$ cat src/rtl/seven_seg_scan_ctrl_pkg.sv
// Shared constants and types for the four-digit seven-segment scan controller.
// Segment vectors are packed {g,f,e,d,c,b,a}.
package seven_seg_scan_ctrl_pkg;

    typedef enum logic [1:0] {
        ST_IDLE  = 2'd0,
        ST_BLANK = 2'd1,
        ST_SHOW  = 2'd2
    } scan_state_t;

    localparam logic [3:0] AN_OFF   = 4'b1111;
    localparam logic [6:0] SEG_DASH = 7'b1000000;
    localparam logic [6:0] SEG_OFF  = 7'b0000000;

    // Active-low anode pattern selecting a single digit.
    function automatic logic [3:0] anode_for(input logic [1:0] idx);
        logic [3:0] an;
        an      = AN_OFF;
        an[idx] = 1'b0;
        return an;
    endfunction

endpackage

$ cat src/rtl/seven_seg_scan_ctrl_if.sv
// Bundle of the display-side signals: digit/control inputs and multiplexed
// anode/segment outputs.
interface seven_seg_scan_ctrl_if;
    logic        en;
    logic [15:0] BCD;
    logic [3:0]  dp_in;
    logic        lz_blank;
    logic [3:0]  an_n;
    logic        segA;
    logic        segB;
    logic        segC;
    logic        segD;
    logic        segE;
    logic        segF;
    logic        segG;
    logic        segDP;
    logic [1:0]  digit_idx;

    modport master (
        output en, BCD, dp_in, lz_blank,
        input  an_n, segA, segB, segC, segD, segE, segF, segG, segDP, digit_idx
    );

    modport slave (
        input  en, BCD, dp_in, lz_blank,
        output an_n, segA, segB, segC, segD, segE, segF, segG, segDP, digit_idx
    );
endinterface

$ cat src/rtl/seven_seg_decoder.sv
// Combinational BCD-to-seven-segment decoder, active-high {g,f,e,d,c,b,a}.
// Codes above 9 decode to all-off; the caller applies its own override.
module seven_seg_decoder (
    input  logic [3:0] code,
    output logic [6:0] seg
);
    always_comb begin
        seg = 7'b0000000;
        case (code)
            4'd0: seg = 7'b0111111;
            4'd1: seg = 7'b0000110;
            4'd2: seg = 7'b1011011;
            4'd3: seg = 7'b1001111;
            4'd4: seg = 7'b1100110;
            4'd5: seg = 7'b1101101;
            4'd6: seg = 7'b1111101;
            4'd7: seg = 7'b0000111;
            4'd8: seg = 7'b1111111;
            4'd9: seg = 7'b1101111;
            default: seg = 7'b0000000;
        endcase
    end
endmodule

$ cat src/rtl/seven_seg_scan_ctrl.sv
// Time-multiplexed four-digit seven-segment scanner with anode guard blanking,
// per-slot digit latching, leading-zero blanking and dash display of codes 10..15.
module seven_seg_scan_ctrl
    import seven_seg_scan_ctrl_pkg::*;
#(
    parameter int SCAN_DIV     = 50000,
    parameter int BLANK_CYCLES = 1000
) (
    input  logic                  clk,
    input  logic                  rst,
    seven_seg_scan_ctrl_if.slave  bus
);

    localparam int              CNT_W    = $clog2(SCAN_DIV);
    localparam logic [CNT_W-1:0] CNT_LAST = CNT_W'(SCAN_DIV - 1);
    localparam logic [CNT_W-1:0] CNT_SHOW = CNT_W'(BLANK_CYCLES);

    scan_state_t      state_reg, state_next;
    logic [CNT_W-1:0] count_reg, count_next, count_inc;
    logic [1:0]       digit_reg, digit_next;

    logic [3:0] code_reg;
    logic       dp_reg;
    logic [3:0] zero_mask_reg;

    logic [3:0] an_reg, an_next;
    logic [6:0] seg_reg, seg_next;
    logic       dpo_reg, dpo_next;
    logic [1:0] idx_reg, idx_next;

    logic [3:0] nibble [4];
    logic [3:0] lead_zero;
    logic [6:0] dec_seg;
    logic       digit_blanked;

    genvar gi;
    generate
        for (gi = 0; gi < 4; gi++) begin : g_nibble
            assign nibble[gi] = bus.BCD[4*gi +: 4];
        end
        // Digit k is a leading zero when it and every digit above it is zero.
        assign lead_zero[0] = 1'b0;
        for (gi = 1; gi < 4; gi++) begin : g_lead_zero
            assign lead_zero[gi] = ~|bus.BCD[15:4*gi];
        end
    endgenerate

    seven_seg_decoder u_dec (
        .code (code_reg),
        .seg  (dec_seg)
    );

    assign count_inc = count_reg + 1'b1;

    always_comb begin
        state_next = state_reg;
        count_next = count_reg;
        digit_next = digit_reg;
        case (state_reg)
            ST_IDLE: begin
                count_next = '0;
                digit_next = 2'd0;
                if (bus.en) state_next = ST_BLANK;
            end
            ST_BLANK, ST_SHOW: begin
                if (count_reg == CNT_LAST) begin
                    count_next = '0;
                    digit_next = digit_reg + 2'd1;
                    state_next = ST_BLANK;
                end else begin
                    count_next = count_inc;
                    state_next = (count_inc >= CNT_SHOW) ? ST_SHOW : ST_BLANK;
                end
            end
            default: begin
                state_next = ST_IDLE;
                count_next = '0;
                digit_next = 2'd0;
            end
        endcase
        // Dropping enable aborts the scan from any state.
        if (!bus.en) begin
            state_next = ST_IDLE;
            count_next = '0;
            digit_next = 2'd0;
        end
    end

    assign digit_blanked = bus.lz_blank & zero_mask_reg[digit_reg];

    always_comb begin
        an_next  = AN_OFF;
        seg_next = SEG_OFF;
        dpo_next = 1'b0;
        idx_next = bus.en ? digit_reg : 2'd0;
        if (bus.en && state_reg == ST_SHOW && !digit_blanked) begin
            an_next  = anode_for(digit_reg);
            seg_next = (code_reg > 4'd9) ? SEG_DASH : dec_seg;
            dpo_next = dp_reg;
        end
    end

    always_ff @(posedge clk) begin
        if (rst) begin
            state_reg     <= ST_IDLE;
            count_reg     <= '0;
            digit_reg     <= 2'd0;
            code_reg      <= 4'd0;
            dp_reg        <= 1'b0;
            zero_mask_reg <= 4'd0;
            an_reg        <= AN_OFF;
            seg_reg       <= SEG_OFF;
            dpo_reg       <= 1'b0;
            idx_reg       <= 2'd0;
        end else begin
            state_reg <= state_next;
            count_reg <= count_next;
            digit_reg <= digit_next;
            an_reg    <= an_next;
            seg_reg   <= seg_next;
            dpo_reg   <= dpo_next;
            idx_reg   <= idx_next;
            // Snapshot the slot's digit at count 0; the leading-zero mask is
            // refreshed once per frame at the start of digit 0's slot.
            if (state_reg == ST_BLANK && count_reg == '0) begin
                code_reg <= nibble[digit_reg];
                dp_reg   <= bus.dp_in[digit_reg];
                if (digit_reg == 2'd0) zero_mask_reg <= lead_zero;
            end
        end
    end

    assign bus.an_n      = an_reg;
    assign bus.segA      = seg_reg[0];
    assign bus.segB      = seg_reg[1];
    assign bus.segC      = seg_reg[2];
    assign bus.segD      = seg_reg[3];
    assign bus.segE      = seg_reg[4];
    assign bus.segF      = seg_reg[5];
    assign bus.segG      = seg_reg[6];
    assign bus.segDP     = dpo_reg;
    assign bus.digit_idx = idx_reg;

endmodule

$ cat src/flat_wrapper.sv
// flat-port wrapper written by rule: the top's interface ports become plain ports
module seven_seg_scan_ctrl_flat import seven_seg_scan_ctrl_pkg::*;
#(
    parameter int SCAN_DIV     = 50000,
    parameter int BLANK_CYCLES = 1000
)
  (clk, rst, bus_en, bus_BCD, bus_dp_in, bus_lz_blank, bus_an_n, bus_segA, bus_segB, bus_segC, bus_segD, bus_segE, bus_segF, bus_segG, bus_segDP, bus_digit_idx);
  seven_seg_scan_ctrl_if bus_i ();
  input  logic clk;
  input  logic rst;
  input wire logic [$bits(bus_i.en)-1:0] bus_en;
  input wire logic [$bits(bus_i.BCD)-1:0] bus_BCD;
  input wire logic [$bits(bus_i.dp_in)-1:0] bus_dp_in;
  input wire logic [$bits(bus_i.lz_blank)-1:0] bus_lz_blank;
  output wire logic [$bits(bus_i.an_n)-1:0] bus_an_n;
  output wire logic [$bits(bus_i.segA)-1:0] bus_segA;
  output wire logic [$bits(bus_i.segB)-1:0] bus_segB;
  output wire logic [$bits(bus_i.segC)-1:0] bus_segC;
  output wire logic [$bits(bus_i.segD)-1:0] bus_segD;
  output wire logic [$bits(bus_i.segE)-1:0] bus_segE;
  output wire logic [$bits(bus_i.segF)-1:0] bus_segF;
  output wire logic [$bits(bus_i.segG)-1:0] bus_segG;
  output wire logic [$bits(bus_i.segDP)-1:0] bus_segDP;
  output wire logic [$bits(bus_i.digit_idx)-1:0] bus_digit_idx;
  assign bus_i.en = bus_en;
  assign bus_i.BCD = bus_BCD;
  assign bus_i.dp_in = bus_dp_in;
  assign bus_i.lz_blank = bus_lz_blank;
  assign bus_an_n = bus_i.an_n;
  assign bus_segA = bus_i.segA;
  assign bus_segB = bus_i.segB;
  assign bus_segC = bus_i.segC;
  assign bus_segD = bus_i.segD;
  assign bus_segE = bus_i.segE;
  assign bus_segF = bus_i.segF;
  assign bus_segG = bus_i.segG;
  assign bus_segDP = bus_i.segDP;
  assign bus_digit_idx = bus_i.digit_idx;
  seven_seg_scan_ctrl #(.SCAN_DIV(SCAN_DIV), .BLANK_CYCLES(BLANK_CYCLES)) u_core (.clk(clk), .rst(rst), .bus(bus_i));
endmodule
$ cat config.mk
export PLATFORM = sky130hd
export DESIGN_NAME = seven_seg_scan_ctrl_flat
export DESIGN_NICKNAME = d
export VERILOG_FILES = /design/src/rtl/seven_seg_scan_ctrl_pkg.sv /design/src/rtl/seven_seg_scan_ctrl_if.sv /design/src/rtl/seven_seg_decoder.sv /design/src/rtl/seven_seg_scan_ctrl.sv /design/src/flat_wrapper.sv
export SDC_FILE = /design/constraint.sdc
export NUM_CORES = 1
export LEC_CHECK = 0
export CAP_MARGIN = 20
export CORE_UTILIZATION = 55
export CTS_BUF_LIST = sky130_fd_sc_hd__clkbuf_2 sky130_fd_sc_hd__clkbuf_4 sky130_fd_sc_hd__clkbuf_8
export DETAILED_ROUTE_END_ITERATION = 8
export PLACE_DENSITY = 0.81
export REMOVE_ABC_BUFFERS = 1
export SLEW_MARGIN = 30
export SYNTH_ARGS = -nofsm -noshare
export SYNTH_HDL_FRONTEND = slang
export SYNTH_SLANG_ARGS = --single-unit
$ cat constraint.sdc
create_clock -name clk -period 2.35 [get_ports clk]
set_input_delay 0.3525 -clock clk [delete_from_list [all_inputs] [get_ports clk]]
set_output_delay 0.3525 -clock clk [all_outputs]
set_load 0.01 [all_outputs]
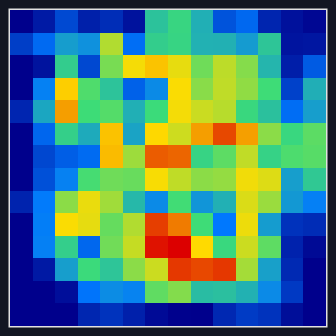
Fig. 1. Signal metal coverage by tile.
The die is cut into 14 by 14 equal tiles; dark blue is low, red is high, scaled to the fullest tile. Values are wire area over tile area, all layers added.
densest ninth of the die: center
emptiest ninth of the die: south-west
tiles over half the peak: 38%

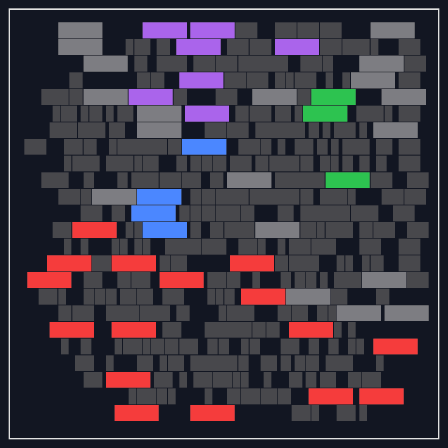
Fig. 2. Register map, names as in the netlist.
Other sequential cells in the stronger gray, the rest of the logic in the fainter gray.
[green] u_core.zero_mask_reg | sequential cells: 3
[red] u_core.count_reg | sequential cells: 16
[blue] u_core.code_reg | sequential cells: 4
[purple] u_core.seg_reg | sequential cells: 7 | where: north
not colored: 19
Seq area share: 32.3%
sequential cell area: 981 sq um

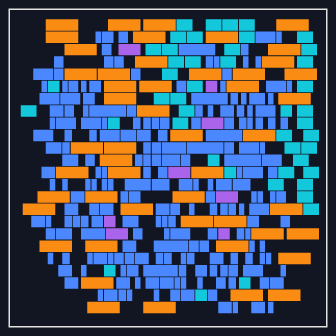
Fig. 3. Cell classes on the final placement.
[purple] clock drivers and dummy loads | cells: 8 | share of their area: 3.1%
[cyan] other buffers and delay cells | cells: 45 | share of their area: 14%
[orange] flip-flops | cells: 49 | share of their area: 33%
[blue] all other logic | cells: 208 | share of their area: 49%
cell row count: 24
Core Util, Final: 69.3%
core area: 4380 sq um
Post-Layout Inst Area: 3040 sq um

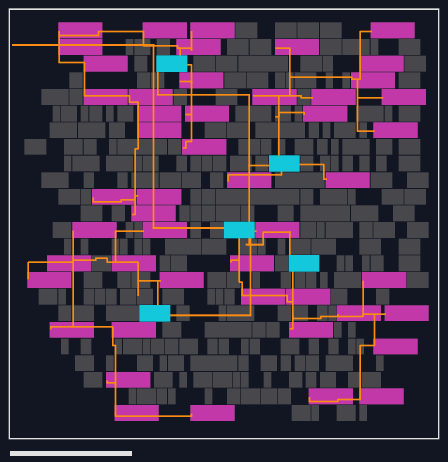
Fig. 4. Clock network drawn from the DEF.
Scale bar: 20 um.
[magenta] flip-flops | count: 49
[cyan] cells driving clock nets | count: 5
[orange] clock wires | length: 553 um
flops lie: widely spread
routed clock nets: 6

==> flow_summary.json <==
{
  "comb_cell_power_uw": 169,
  "reg2reg_setup_slack_ns": 0.15,
  "post-route-period-util_pct": 93.8,
  "power.switching_uw": 379,
  "cts-root-buf": "clkbuf_8",
  "critPathLaunchType": "flip-flop",
  "cp-startpoint": "u_core.count_reg[6]$_SDFF_PP0_",
  "p_int_mw": 1.16,
  "first_iter_violations": 143,
  "cp_max_fo": 8,
  "hold_buffers": 0,
  "ys.flop_type": "dfxtp_1",
  "power_leader": "sequential cells",
  "power.leakage_nw": 1.12,
  "grt_max_degree": 18,
  "required_ns": 2.55,
  "ys_top_logic_family": "simple AND/OR/NAND/NOR gates",
  "buffer_area_share_pct": 14.2,
  "netlist_area_sq_um": 2540,
  "die_w_um": 70.0,
  "place.gp.congestion": 0.868,
  "wl_met2_um": 2640,
  "netlist.top_cell.by_area": "dfxtp_1",
  "min_path_type": "flip-flop to flip-flop",
  "clock_sinks": 49,
  "layout.comb_gates.multi_input": 192,
  "fin_hold_ws_ns": 0.447,
  "edf_count": 0,
  "area_delta_synth_final_pct": 19.5,
  "syn_avg_cell_area_sq_um": 9.24,
  "worstSkewPairLatency_ns": 0.30,
  "max_slew_margin_pct": 59.7,
  "timing_worst_setup_path_type": "flip-flop to flip-flop",
  "diodes": 0,
  "p_comb_share_pct": 11.0,
  "fill_cells": 352,
  "final_nets": 349,
  "routed_wl_um": 5390,
  "dp_cells": 354,
  "comb_share_pct": 46.3,
  "grt_overflow": 0,
  "dp_slack_ns": 0.0147,
  "reg2reg_to": "u_core.u_dec.seg[5]$_DFF_P_",
  "dp_hpwl_um": 4040,
  "logic_area_sq_um": 1410,
  "rsz0062_at_grt": "no",
  "numSynthFlops": 49,
  "p_clk_uw": 496,
  "async_reset_ff_share_pct": 0,
  "routed-via-count": 2031,
  "synthSimpleGateAreaFrac_pct": 24.7,
  "io-pin-count": 38,
  "ys.warnings.count": 0,
  "largest_reg_flops": 16,
  "cp-endpoint": "u_core.u_dec.seg[5]$_DFF_P_",
  "power_mw": 1.53,
  "grt_pass1_vias": 1946,
  "antenna_found_initial": 0,
  "ant_nets": 0,
  "synth.cellmix.compoundShare_pct": 8.81,
  "clkbuf_count": 5,
  "design.seq.count": 49,
  "peakVddDrop_uv": 230,
  "grt_util_all_layers_pct": 23.5,
  "setup-tns-final_ns": 0,
  "syn_inst": 275,
  "dr_wl_met3_um": 249,
  "ys_sh_adder_pct": 7.88,
  "numPortBuffers": 37,
  "clockBufferDepth": 2,
  "drive_gt1_share_pct": 11.6,
  "top_area_share_pct": 38.6,
  "reg2reg_from": "u_core.count_reg[6]$_SDFF_PP0_",
  "pg_seq_uw": 869,
  "min_period_ns": 2.20,
  "dominant_cells": "multi-input combinational cells",
  "worstPathArrival_ns": 2.40,
  "ys_sh_xor_pct": 5.51,
  "fin_worst_skew_ns": 0.00404,
  "setup_viol": 0,
  "final-hold-violation-count": 0,
  "drc": 0,
  "inverters_excl_clock": 16,
  "initial_utilization_pct": 58.0,
  "cts_tree": "yes",
  "non_clock_buffer_count": 45,
  "ys_top_cells_by_area": "dfxtp_1, ha_1, xnor2_1",
  "grt_first_pass_wirelength_um": 9060,
  "chip_area_sq_um": 4900,
  "ys_seq_share_pct": 38.6,
  "status": "completed",
  "min_from": "u_core.u_dec.seg[6]$_DFF_P_",
  "nWellTaps": 52,
  "warning_count": 37,
  "routed.top_layer": "met4",
  "netSwitchingFraction_pct": 24.7,
  "ys_area_sq_um": 2540,
  "most_common_cell": "dfxtp_1",
  "yosys_cells": 275,
  "die_h_um": 70.0,
  "cts_buffers": 5,
  "maxCapViolCount": 0,
  "final_max_slew_viol_count": 0,
  "viasPerCell": 5.61,
  "worst_pin_slew_ns": 0.599,
  "clkPwrFrac_pct": 32.3,
  "path_clk_slew_ns": 0.09,
  "powerDensity_nw_per_um2": 505,
  "mux_area_share_pct": 7.93,
  "worst_hold_path.endpoint": "u_core.seg_reg[6]$_SDFF_PP0_",
  "first_pass_iters": 4,
  "postCtsSetupBuffers": 0,
  "r2r_cells": 8,
  "drt-wirelength-per-cell_um": 14.9,
  "wl_met1_um": 2460,
  "fmax_mhz": 454,
  "synth.distinct_cells": 50,
  "htree_levels": 2,
  "whs_path_depth": 2,
  "clock_cell_area_share_pct": 3.01,
  "seqPwrFrac_pct": 56.6,
  "common_cells": "dfxtp_1, nor2_1, nand2_1",
  "cts_resized": 0
}
==> layout by cell type, fill, tap and decap left out, types with 8 or more instances in the layout <==
master and count:
nand3_1 9, dfxtp_1 49, nor2_1 23, xnor2_1 13
nand2_1 22, o21ai_0 12, inv_1 15, a21oi_1 11
buf_4 8, and3_1 13, clkdlybuf4s50_1 37, ha_1 15
==> critical path, cell delays in order (launching register included) <==
cell	delay [ns]
dfxtp_1	0.42
nor4_4	0.33
and3_4	0.24
nand4_1	0.12
a21oi_1	0.30
inv_1	0.17
ha_1	0.24
mux2i_1	0.16
o22ai_1	0.10
==> layer usage <==
metal | track usage, % | vias up
met5 | 0 | -
met3 | 5.48 | 5
met1 | 30.3 | 957
met2 | 38.5 | 44
met4 | 8.44 | 0
li1 | - | 1025
